Figure 1. Cells coloured by class.
The bar under the picture is 20 um long. Fill, decap, tap and diode cells in grey.
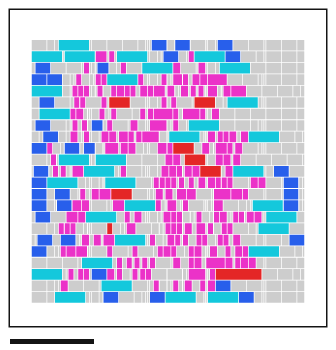
Figure 2. Met2 routing.
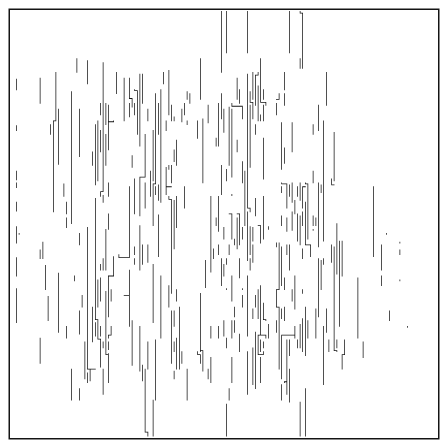
===== config.mk =====
export PLATFORM = sky130hd
export DESIGN_NAME = mac_array_seq
export DESIGN_NICKNAME = d
export VERILOG_FILES = /design/src/rtl/mac_array_seq.sv
export SDC_FILE = /design/constraint.sdc
export NUM_CORES = 1
export LEC_CHECK = 0
export ABC_AREA = 1
export CAP_MARGIN = 20
export CORE_MARGIN = 5
export CORE_UTILIZATION = 40
export DETAILED_ROUTE_END_ITERATION = 8
export GPL_ROUTABILITY_DRIVEN = 0
export PLACE_DENSITY = 0.63
export REMOVE_ABC_BUFFERS = 1
export SYNTH_ARGS = -nofsm -noshare
export SYNTH_HDL_FRONTEND = slang
export SYNTH_SLANG_ARGS = --single-unit
export TNS_END_PERCENT = 5

===== constraint.sdc =====
create_clock -name clk -period 3.19 [get_ports clk]
set_clock_uncertainty 0.1 [all_clocks]
set_input_delay 0.957 -clock clk [delete_from_list [all_inputs] [get_ports clk]]
set_output_delay 0.957 -clock clk [all_outputs]
set_load 0.005 [all_outputs]

===== src/rtl/mac_array_seq.sv =====
// mac_array_seq: sequencer for an N x N systolic array of 3-stage MAC PEs.
// A job clears the accumulators, feeds k_len operand slices, flushes the
// array skew, then drains the N result rows one per accepted handshake.
// Optional build macro MAC_ARRAY_SEQ_PERF_EN adds saturating busy/stall
// cycle counters (perf_busy_cyc, perf_stall_cyc).
//
// Handshake: a row transfer happens on a rising edge where out_valid and
// out_ready are both 1. While out_valid=1 and out_ready=0, out_valid and
// out_row hold their values. out_valid never waits on out_ready.
module mac_array_seq #(
    parameter int N     = 4,
    parameter int K_MAX = 256,
    parameter int KW    = $clog2(K_MAX + 1),
    parameter int IW    = (K_MAX > 1) ? $clog2(K_MAX) : 1,
    parameter int RW    = (N > 1) ? $clog2(N) : 1
) (
    input  logic          clk,
    input  logic          reset,
    input  logic          start,
    input  logic [KW-1:0] k_len,
    output logic          busy,
    output logic          done,
    output logic          mac_clr,
    output logic          feed_en,
    output logic [IW-1:0] feed_k,
    output logic          load_en,
    output logic          mult_en,
    output logic          acc_en,
    output logic          out_valid,
    input  logic          out_ready,
    output logic [RW-1:0] out_row,
`ifdef MAC_ARRAY_SEQ_PERF_EN
    output logic [31:0]   perf_busy_cyc,
    output logic [31:0]   perf_stall_cyc,
`endif
    output logic [2:0]    dbg_state
);

    // Flush lasts 2N cycles; counter spans 0..2N-1.
    localparam int FW = $clog2(2 * N);
    localparam logic [FW-1:0] FLUSH_LAST = FW'(2 * N - 1);
    localparam logic [KW-1:0] K_SAT      = KW'(K_MAX);
    localparam logic [RW-1:0] ROW_LAST   = RW'(N - 1);

    typedef enum logic [2:0] {
        S_IDLE  = 3'd0,
        S_CLEAR = 3'd1,
        S_FEED  = 3'd2,
        S_FLUSH = 3'd3,
        S_DRAIN = 3'd4,
        S_DONE  = 3'd5
    } state_t;

    state_t        state_q, state_d;
    logic [KW-1:0] k_len_q, k_len_d;
    logic [IW-1:0] feed_k_q, feed_k_d;
    logic [FW-1:0] flush_q, flush_d;
    logic [RW-1:0] row_q, row_d;

    logic busy_q, done_q, mac_clr_q, feed_en_q, load_en_q;
    logic mult_en_q, acc_en_q, out_valid_q;
    logic load_en_d;

    // Next-state and counter update for the job sequence.
    always_comb begin
        state_d  = state_q;
        k_len_d  = k_len_q;
        feed_k_d = feed_k_q;
        flush_d  = flush_q;
        row_d    = row_q;
        case (state_q)
            S_IDLE: begin
                if (start) begin
                    state_d = S_CLEAR;
                    k_len_d = (k_len > K_SAT) ? K_SAT : k_len;
                end
            end
            S_CLEAR: begin
                feed_k_d = '0;
                flush_d  = '0;
                state_d  = (k_len_q != '0) ? S_FEED : S_FLUSH;
            end
            S_FEED: begin
                if ((32'(feed_k_q) + 32'd1) == 32'(k_len_q)) begin
                    // feed_k keeps the last index until the next job's CLEAR.
                    state_d = S_FLUSH;
                    flush_d = '0;
                end else begin
                    feed_k_d = feed_k_q + IW'(1);
                end
            end
            S_FLUSH: begin
                if (flush_q == FLUSH_LAST) begin
                    state_d = S_DRAIN;
                    row_d   = '0;
                end else begin
                    flush_d = flush_q + FW'(1);
                end
            end
            S_DRAIN: begin
                if (out_valid_q && out_ready) begin
                    if (row_q == ROW_LAST) begin
                        state_d = S_DONE;
                    end else begin
                        row_d = row_q + RW'(1);
                    end
                end
            end
            S_DONE: begin
                state_d = S_IDLE;
            end
            default: begin
                state_d = S_IDLE;
            end
        endcase
    end

    // Operands load during FEED and while the skew propagates, except the
    // last two flush cycles where only the mult/acc tail is still running.
    always_comb begin
        load_en_d = (state_d == S_FEED) ||
                    ((state_d == S_FLUSH) && ((32'(flush_d) + 32'd2) < 32'(2 * N)));
    end

    // State, counters and registered outputs; outputs are decoded from the
    // next state so they are glitch-free and aligned with the state.
    always_ff @(posedge clk) begin
        if (reset) begin
            state_q     <= S_IDLE;
            k_len_q     <= '0;
            feed_k_q    <= '0;
            flush_q     <= '0;
            row_q       <= '0;
            busy_q      <= 1'b0;
            done_q      <= 1'b0;
            mac_clr_q   <= 1'b0;
            feed_en_q   <= 1'b0;
            load_en_q   <= 1'b0;
            mult_en_q   <= 1'b0;
            acc_en_q    <= 1'b0;
            out_valid_q <= 1'b0;
        end else begin
            state_q     <= state_d;
            k_len_q     <= k_len_d;
            feed_k_q    <= feed_k_d;
            flush_q     <= flush_d;
            row_q       <= row_d;
            busy_q      <= (state_d != S_IDLE);
            done_q      <= (state_d == S_DONE);
            mac_clr_q   <= (state_d == S_CLEAR);
            feed_en_q   <= (state_d == S_FEED);
            load_en_q   <= load_en_d;
            // Stage enables follow load_en down the PE pipeline, ungated.
            mult_en_q   <= load_en_q;
            acc_en_q    <= mult_en_q;
            out_valid_q <= (state_d == S_DRAIN);
        end
    end

    assign busy      = busy_q;
    assign done      = done_q;
    assign mac_clr   = mac_clr_q;
    assign feed_en   = feed_en_q;
    assign feed_k    = feed_k_q;
    assign load_en   = load_en_q;
    assign mult_en   = mult_en_q;
    assign acc_en    = acc_en_q;
    assign out_valid = out_valid_q;
    assign out_row   = row_q;
    assign dbg_state = state_q;

`ifdef MAC_ARRAY_SEQ_PERF_EN
    logic [31:0] perf_busy_q, perf_stall_q;

    // Saturating activity counters; only reset clears them.
    always_ff @(posedge clk) begin
        if (reset) begin
            perf_busy_q  <= '0;
            perf_stall_q <= '0;
        end else begin
            if (busy_q && (perf_busy_q != '1)) begin
                perf_busy_q <= perf_busy_q + 32'd1;
            end
            if (out_valid_q && !out_ready && (perf_stall_q != '1)) begin
                perf_stall_q <= perf_stall_q + 32'd1;
            end
        end
    end

    assign perf_busy_cyc  = perf_busy_q;
    assign perf_stall_cyc = perf_stall_q;
`endif

endmodule


==> flow_summary.json <==
{
  "ys_area_sq_um": 1690,
  "drive_above_1_share_pct": 7.75,
  "finalHoldViolations": 0,
  "cp_num_buf_inv": 1,
  "async_flop_share_pct": 0,
  "antenna_found_initial": 0,
  "final_area_sq_um": 2190,
  "yosysCellCount": 246,
  "dr.pass1.iters": 4,
  "dieArea_sq_um": 5630,
  "p_per_area_nw_per_um2": 571,
  "clockRootBuffer": "clkbuf_8",
  "internal_power_mw": 0.874,
  "synthesis.area_sq_um": 1690,
  "clk_pin_slew_ps": 70,
  "track_usage_pct": 15.6,
  "start_kind": "register",
  "r2r_slack_ps": 1060,
  "cts_buffers": 5,
  "grt_pass1_wl_mm": 6.78,
  "dpl_cell_area_sq_um": 2080,
  "cp_max_fo": 7,
  "cts_setup_buffers": 0,
  "status": "complete, no violations",
  "dpl.hpwl_mm": 3.07,
  "maxCapViolations": 0,
  "nets": 299,
  "warnings": 25,
  "ant_nets": 0,
  "synth-edff-count": 0,
  "cts_tree": "yes",
  "p_sw_mw": 0.378,
  "ios": 34,
  "tns_ps": 0,
  "yosys.area.top_type_share_pct": 39.1,
  "synth.distinct_cells": 29,
  "viasPerCell": 4.83,
  "die_x_um": 75.0,
  "clock_latency_ps": 270,
  "drt-initial-drc-count": 83,
  "htree_levels": 2,
  "worst_pin_slew_ps": 380,
  "crit_type": "register to primary output",
  "syn-mean-instance-area_sq_um": 6.87,
  "clkPwrFrac_pct": 32.2,
  "grt_overflow": 0,
  "top_cells_by_count": "nand2_1, inv_1, dfxtp_1",
  "cp_data_arrival_time_ps": 1270,
  "seq_area_frac_synth_pct": 39.1,
  "most_common_cell": "nand2_1",
  "final_max_slew_viol_count": 0,
  "rsz0062_at_grt": "no",
  "clock_path_buffers": 2,
  "crit_required_ps": 2130,
  "cpLargestDelayFamily": "buffers and inverters",
  "syn_inst": 246,
  "drc": 0,
  "hold_class": "register to register",
  "layout_min_cycle_time_ps": 2320
}
Notes on Figure 1 above:
- blue: remaining buffers and delay cells (cells 36)
- magenta: combinational and other logic (cells 207)
- red: clock drivers and dummy loads (cells 8)
- cyan: sequential cells (cells 33)
core region area: 4060 sq um
final core occ: 54.0%

Notes on Figure 2 above:
- nets with wire on the layer: 217
- share of all routed wire: 40%
Vias: 1612
GR Layer Usage met2: 22.8%
Post-Route WL: 4.01 mm

==> final timing paths <==
check | start | end | cells after the start
hold reg to reg | mult_en | acc_en | 2
setup reg to reg | feed_k[0] | feed_k[3] | 16
hold / removal | mult_en | acc_en | 2
setup / recovery | feed_k[3] | feed_k[3] | 1
==> power groups by stage <==
stage	clock (mW)	combinational, mW	sequential (mW)
after floorplan	0	0.200	0.512
final	0.403	0.339	0.510
after global placement	0	0.337	0.518
after detailed placement	0	0.338	0.519
after CTS	0.415	0.341	0.510
after global routing	0.432	0.382	0.521
==> placed cells by master, fill, tap and decap left out, drive strengths merged, types with 2 or more instances in the layout <==
cell and instances:
nand2 53, inv 36, dfxtp 33, clkdlybuf4s50 33, nor2 31, nand3 27
a21oi 19, o21ai 15, clkbuf 7, a211oi 6, nor3 4, nand4 3
ha 3, buf 3, nor4 2
==> routing by layer <==
metal / track usage [%] / up-vias / part of all wire, %
li1: - / 878 / -
met1: 22.2 / 696 / 54
met2: 22.8 / 34 / 40
met3: 4.41 / 4 / 5.0
met4: 4.55 / 0 / 0.77
met5: 0 / - / 0
==> cell type report <==
class / count / area (sq um)
repair buffers: 36 / 353
flip-flops and latches: 33 / 661
inverters: 36 / 135
fillers: 414 / 1870
clock inverters: 1 / 30.0
multi-input cells: 171 / 865
well taps: 50 / 62.6
clock buffers: 7 / 86.3
==> state kept, by name, indices dropped and copies added (netlist names) <==
register   cells
done           1
feed_en        1
acc_en         1
out_valid      1
feed_k         8
k_len_q        9
mult_en        1
load_en        1
flush_q        3
mac_clr        1
busy           1
out_row        2
dbg_state      3
==> cell families after synthesis <==
family / synth area share [%]
buffers and inverters: 9.77
AOI/OAI and AO/OA: 15.5
adders and majority gates: 2.22
DFF: 39.1
and+or+nand+nor: 33.4
==> stage by stage <==
stage	setup slack [ps]	std cells	hold slack [ps]	util, %	power (mW)
after floorplan	1030	240	320	-	0.712
after global placement	794	326	317	51.2	0.855
after detailed placement	803	326	313	51.2	0.857
after CTS	842	334	333	54.0	1.27
after global routing	782	334	348	54.0	1.33
final	865	334	331	54.0	1.25
Power is estimated from default activity; no workload was simulated.
